==> src/rtl/maquina_bebidas_param.sv <==
// Purpose: parametrised vending controller; accumulates coin credit, serves one of N_BEV drinks, returns change/refund.
// Latency: all outputs registered, 1 clk from strobe to response; serve lasts SERVE_CYCLES clocks.
// Backpressure: coin, request and cancel strobes are ignored outside IDLE/CREDIT; an overflowing coin is bounced back.
module maquina_bebidas_param #(
  parameter int N_BEV        = 2,
  parameter int CREDIT_W     = 5,
  parameter int COIN_W       = 4,
  parameter logic [N_BEV*CREDIT_W-1:0] PRICES = {5'd10, 5'd5},
  parameter int SERVE_CYCLES = 8,
  parameter int SEL_W        = (N_BEV > 1) ? $clog2(N_BEV) : 1
) (
  input  logic                clk,
  input  logic                rst,
  input  logic                hm,
  input  logic [COIN_W-1:0]   tm,
  input  logic                ha,
  input  logic [N_BEV-1:0]    hc,
  input  logic                bp,
  input  logic [SEL_W-1:0]    bb,
  input  logic                cancel,
  output logic [CREDIT_W-1:0] credit,
  output logic [N_BEV-1:0]    serve,
  output logic                change_valid,
  output logic [CREDIT_W-1:0] change,
  output logic [2:0]          out
);

  // Sum wide enough to hold credit + coin without wrapping, so overflow is detectable.
  localparam int SUM_W = ((CREDIT_W > COIN_W) ? CREDIT_W : COIN_W) + 1;
  localparam int CNT_W = (SERVE_CYCLES > 1) ? $clog2(SERVE_CYCLES) : 1;
  localparam logic [CNT_W-1:0] CNT_LOAD = CNT_W'(SERVE_CYCLES - 1);

  // Status codes driven on out.
  localparam logic [2:0] ST_IDLE     = 3'b000;
  localparam logic [2:0] ST_CREDIT   = 3'b001;
  localparam logic [2:0] ST_SERVING  = 3'b010;
  localparam logic [2:0] ST_CHANGE   = 3'b011;
  localparam logic [2:0] ST_NO_WATER = 3'b100;
  localparam logic [2:0] ST_NO_INGR  = 3'b101;
  localparam logic [2:0] ST_REFUND   = 3'b110;
  localparam logic [2:0] ST_NO_FUNDS = 3'b111;

  typedef enum logic [2:0] {
    IDLE,
    CREDIT,
    SERVE,
    CHANGE,
    REFUND
  } state_t;

  state_t            state;
  logic [CNT_W-1:0]  cnt;

  logic [N_BEV-1:0]    sel_oh;
  logic [CREDIT_W-1:0] price_sel;
  logic                sel_ok;
  logic                ing_ok;
  logic                funds_ok;
  logic [SUM_W-1:0]    coin_sum;
  logic                coin_fits;
  logic [CREDIT_W-1:0] credit_plus_coin;

  // Decode the selector into a one-hot and pick its price; out-of-range selects yield an all-zero one-hot.
  always_comb begin
    sel_oh    = '0;
    price_sel = '0;
    for (int i = 0; i < N_BEV; i++) begin
      if (int'(bb) == i) begin
        sel_oh[i] = 1'b1;
        price_sel = PRICES[i*CREDIT_W +: CREDIT_W];
      end
    end
  end

  assign sel_ok           = |sel_oh;
  assign ing_ok           = |(hc & sel_oh);
  assign funds_ok         = (credit >= price_sel);
  assign coin_sum         = SUM_W'(credit) + SUM_W'(tm);
  assign coin_fits        = (coin_sum[SUM_W-1:CREDIT_W] == '0);
  assign credit_plus_coin = coin_sum[CREDIT_W-1:0];

  // Controller FSM with every output registered; reset closes the valves asynchronously.
  always_ff @(posedge clk or negedge rst) begin
    if (!rst) begin
      state        <= IDLE;
      credit       <= '0;
      serve        <= '0;
      change_valid <= 1'b0;
      change       <= '0;
      out          <= ST_IDLE;
      cnt          <= '0;
    end else begin
      case (state)
        IDLE, CREDIT: begin
          // Default: no pulse, status reflects held credit (also clears one-cycle transient codes).
          change_valid <= 1'b0;
          change       <= '0;
          serve        <= '0;
          out          <= (credit != '0) ? ST_CREDIT : ST_IDLE;
          // A cancel with nothing to return does not act, so it does not mask coins or requests.
          if (cancel && (credit != '0)) begin
            state        <= REFUND;
            change_valid <= 1'b1;
            change       <= credit;
            credit       <= '0;
            out          <= ST_REFUND;
          end else if (hm) begin
            if (coin_fits) begin
              credit <= credit_plus_coin;
              state  <= CREDIT;
              out    <= (credit_plus_coin != '0) ? ST_CREDIT : ST_IDLE;
            end else begin
              // Coin would overflow the credit register: bounce it straight back.
              change_valid <= 1'b1;
              change       <= CREDIT_W'(tm);
              out          <= ST_REFUND;
            end
          end else if (bp) begin
            if (!ha) begin
              // Water is checked first, even ahead of a bad select.
              state        <= REFUND;
              change_valid <= 1'b1;
              change       <= credit;
              credit       <= '0;
              out          <= ST_NO_WATER;
            end else if (!sel_ok || !ing_ok) begin
              state        <= REFUND;
              change_valid <= 1'b1;
              change       <= credit;
              credit       <= '0;
              out          <= ST_NO_INGR;
            end else if (!funds_ok) begin
              out <= ST_NO_FUNDS;
            end else begin
              state  <= SERVE;
              credit <= credit - price_sel;
              serve  <= sel_oh;
              cnt    <= CNT_LOAD;
              out    <= ST_SERVING;
            end
          end
        end

        SERVE: begin
          // Counter reaching zero marks the last visible serve cycle; hand off without a gap.
          if (cnt == '0) begin
            serve <= '0;
            if (credit != '0) begin
              state        <= CHANGE;
              change_valid <= 1'b1;
              change       <= credit;
              credit       <= '0;
              out          <= ST_CHANGE;
            end else begin
              state <= IDLE;
              out   <= ST_IDLE;
            end
          end else begin
            cnt <= cnt - 1'b1;
          end
        end

        CHANGE, REFUND: begin
          // Payout pulse is visible for exactly this one cycle.
          state        <= IDLE;
          change_valid <= 1'b0;
          change       <= '0;
          out          <= ST_IDLE;
        end

        default: begin
          state        <= IDLE;
          credit       <= '0;
          serve        <= '0;
          change_valid <= 1'b0;
          change       <= '0;
          out          <= ST_IDLE;
          cnt          <= '0;
        end
      endcase
    end
  end

endmodule

==> config.mk <==
export PLATFORM = sky130hd
export DESIGN_NAME = maquina_bebidas_param
export DESIGN_NICKNAME = d
export VERILOG_FILES = /design/src/rtl/maquina_bebidas_param.sv
export SDC_FILE = /design/constraint.sdc
export NUM_CORES = 1
export LEC_CHECK = 0
export ABC_AREA = 1
export CORE_UTILIZATION = 45
export CTS_BUF_LIST = sky130_fd_sc_hd__clkbuf_4
export DETAILED_ROUTE_END_ITERATION = 10
export GPL_TIMING_DRIVEN = 0
export PLACE_DENSITY_LB_ADDON = 0.08
export SYNTH_ARGS = -nofsm -noshare
export SYNTH_HDL_FRONTEND = slang
export SYNTH_SLANG_ARGS = --single-unit
==> constraint.sdc <==
create_clock -name clk -period 3.34 [get_ports clk]
set_clock_uncertainty 0.2 [all_clocks]
set_input_delay 0.501 -clock clk [delete_from_list [all_inputs] [get_ports clk]]
set_output_delay 0.501 -clock clk [all_outputs]
set_load 0.01 [all_outputs]
==> impl_metrics.yaml <==
# implementation run metrics
status:
  outcome: "completed"
routing:
  via_per_inst: 5.13
  route.detailed.drc: 0
  routedWlPerCell_um: 12.6
  wl_um: 4180
  drt-initial-drc-count: 51
power:
  power.density_nw_per_um2: 734
  ir_drop_v: 0.000431
  totalPowerFinal_mw: 1.60
  p_leak_nw: 1.10
finish:
  logic_area_um2: 1120
  finish.net_count: 309
  drive_gt1_share_pct: 12.4
  fill_cells: 392
  regArea_um2: 551
  diodes: 0
clock_network:
  cts_root_buf: "clkbuf_4"
  clk_pin_slew_ns: 0.13
  ctsLongestPathBuffers: 2
  cts_tree: "done"
  ctsHoldBuffers: 0
  cts-resized-gates: 0
  h-tree-depth: 1
  post-cts-setup-buffer-count: 0
die:
  die_w_um: 65.5
  die_area_um2: 4280
  initCoreUtil_pct: 48.0
logic_synthesis:
  netlist_area_um2: 1810
  ys_ff: 22
  synth.distinct_cells: 35
  yosys-top-cells-count: "nand2_1 (72), inv_1 (25), nor2_1 (24)"
  synth_cells: 251
  edf_count: 0
  yosys_warnings: 0
  ys_chip_area_um2: 1810
  synth-async-reset-ratio_pct: 100
  avgSynthCellArea_um2: 7.22
final_timing:
  period_minus_slack_ns: 2.52
  setup_viol: 0
  final_max_slew_viol_count: 0
  setup_tns_ns: 0
  final-hold-violation-count: 0
  rsz0062_at_grt: "false"
  max_slew_margin_pct: 32.5
setup_path:
  critPathCaptureType: "register"
  cp-startpoint: "bb"
  crit_fanout: 10
grt:
  grt_pass1_vias: 1581
  overflow: 0
place:
  portBuffers: 28
hold_path:
  hold_path_class: "register to register"
flow_run:
  tool_warnings: 27
[registers in the layout, indices dropped and copies added (netlist names)]
signal        cells
change            5
state             3
serve             2
cnt               3
out               3
change_valid      1
credit            5
[routing by layer]
metal,vias up,wire length (µm),track usage (%)
li1,885,-,-
met1,776,2050,30.5
met2,32,1940,36.0
met3,4,146,2.78
met4,0,44,5.16
met5,-,0,0
[final timing paths]
check                           slack [ns]  cells after the start        end
worst max-delay path                  0.82                     14  credit[0]
max in group asynchronous             1.81                      1  credit[1]
worst max register to register        1.07                     11     out[0]
worst min register to register        0.29                      2  change[0]
min in group asynchronous             0.52                      1   serve[0]
worst min-delay path                  0.29                      2  change[0]
[worst max-delay path: stages]
cell and delay, ns:
clkdlybuf4s50_1 0.60, inv_1 0.17, ha_1 0.35, inv_1 0.07
nor2_1 0.11, nand3_1 0.10, nand2_2 0.11, inv_2 0.06
nand2_2 0.07, nand3_4 0.07, nand2_4 0.09, nand2_4 0.10
nand2_1 0.09, o21ai_2 0.05
[logic make-up (layout without fill, tap and decap cells)]
logic type | Yosys count | after routing | share of synthesized area (%)
fa+ha+maj | 12 | 12 | 9.12
xor+xnor | 5 | 5 | 2.42
buf+inv | 35 | 67 | 7.94
flops | 22 | 22 | 30.4
compound gates | 42 | 42 | 13.7
simple gates | 135 | 135 | 36.4
[area by class of cell]
class | count | area share, %
Buffer | 2 | 0.689
Clock buffer | 3 | 1.03
Clock inverter | 1 | 0.172
Inverter | 33 | 5.92
Multi-Input combinational cell | 194 | 51.3
Sequential cell | 22 | 25.3
Tap cell | 48 | 2.76
Timing Repair Buffer | 28 | 12.9
[cells in the final DEF (no fill, tap or decap), drive strengths merged, types with 4 or more instances in the layout]
master	n
nand2	78
inv	32
nor2	30
clkdlybuf4s50	28
dfrtp	22
a21oi	20
o21ai	19
nand3	14
ha	10
nand4	8
xor2	4
clkbuf	4
[where the power goes]
group | internal [mW] | switching (mW)
Combinational | 0.397 | 0.618
Sequential | 0.362 | 0.0889
Clock | 0.0438 | 0.0889
Total | 0.803 | 0.796
[per-stage QoR]
stage / util [%] / setup slack, ns / instance area (µm²)
after floorplan: - / 1.14 / 1810
after global placement: 57.1 / 0.526 / 2150
after detailed placement: 57.1 / 0.491 / 2150
after CTS: 57.8 / 0.840 / 2180
after global routing: 57.8 / 0.618 / 2180
final: 57.8 / 0.822 / 2180
**Placement by cell class**

Drawn at 6 px/µm. Fill, decap, tap and diode cells in grey.
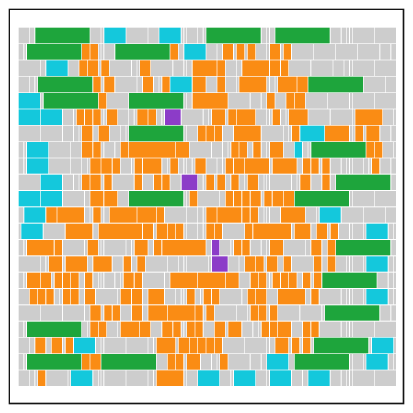
| class | colour | cells |
|---|---|---|
| remaining buffers and delay cells | cyan | 30 |
| registers | green | 22 |
| clock drivers and dummy loads | purple | 4 |
| remaining logic cells | orange | 227 |
post-route cell area: 2180 µm²
core area: 3770 µm²
row cnt: 22

**Clock routing**

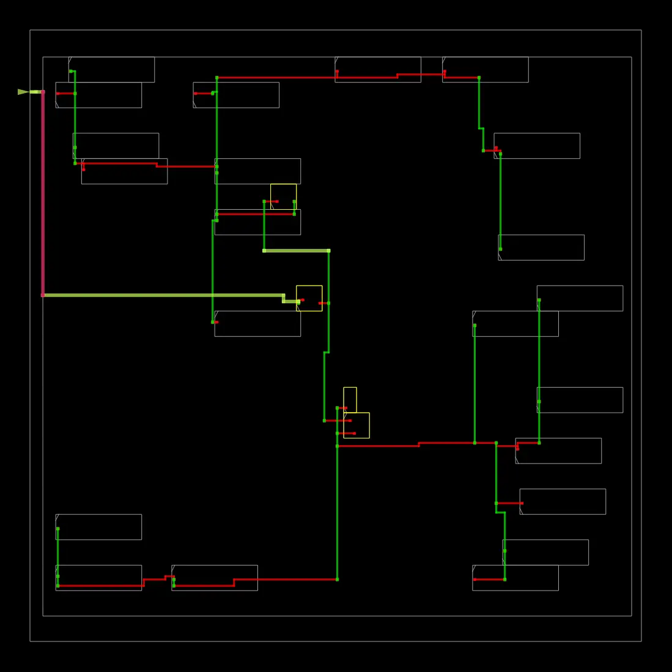
Clock Latency Late Sink: 0.32 ns
Flops: 22
Clock Power: 133 µW

No activity file was given, so power comes from the tool's default toggle rates.
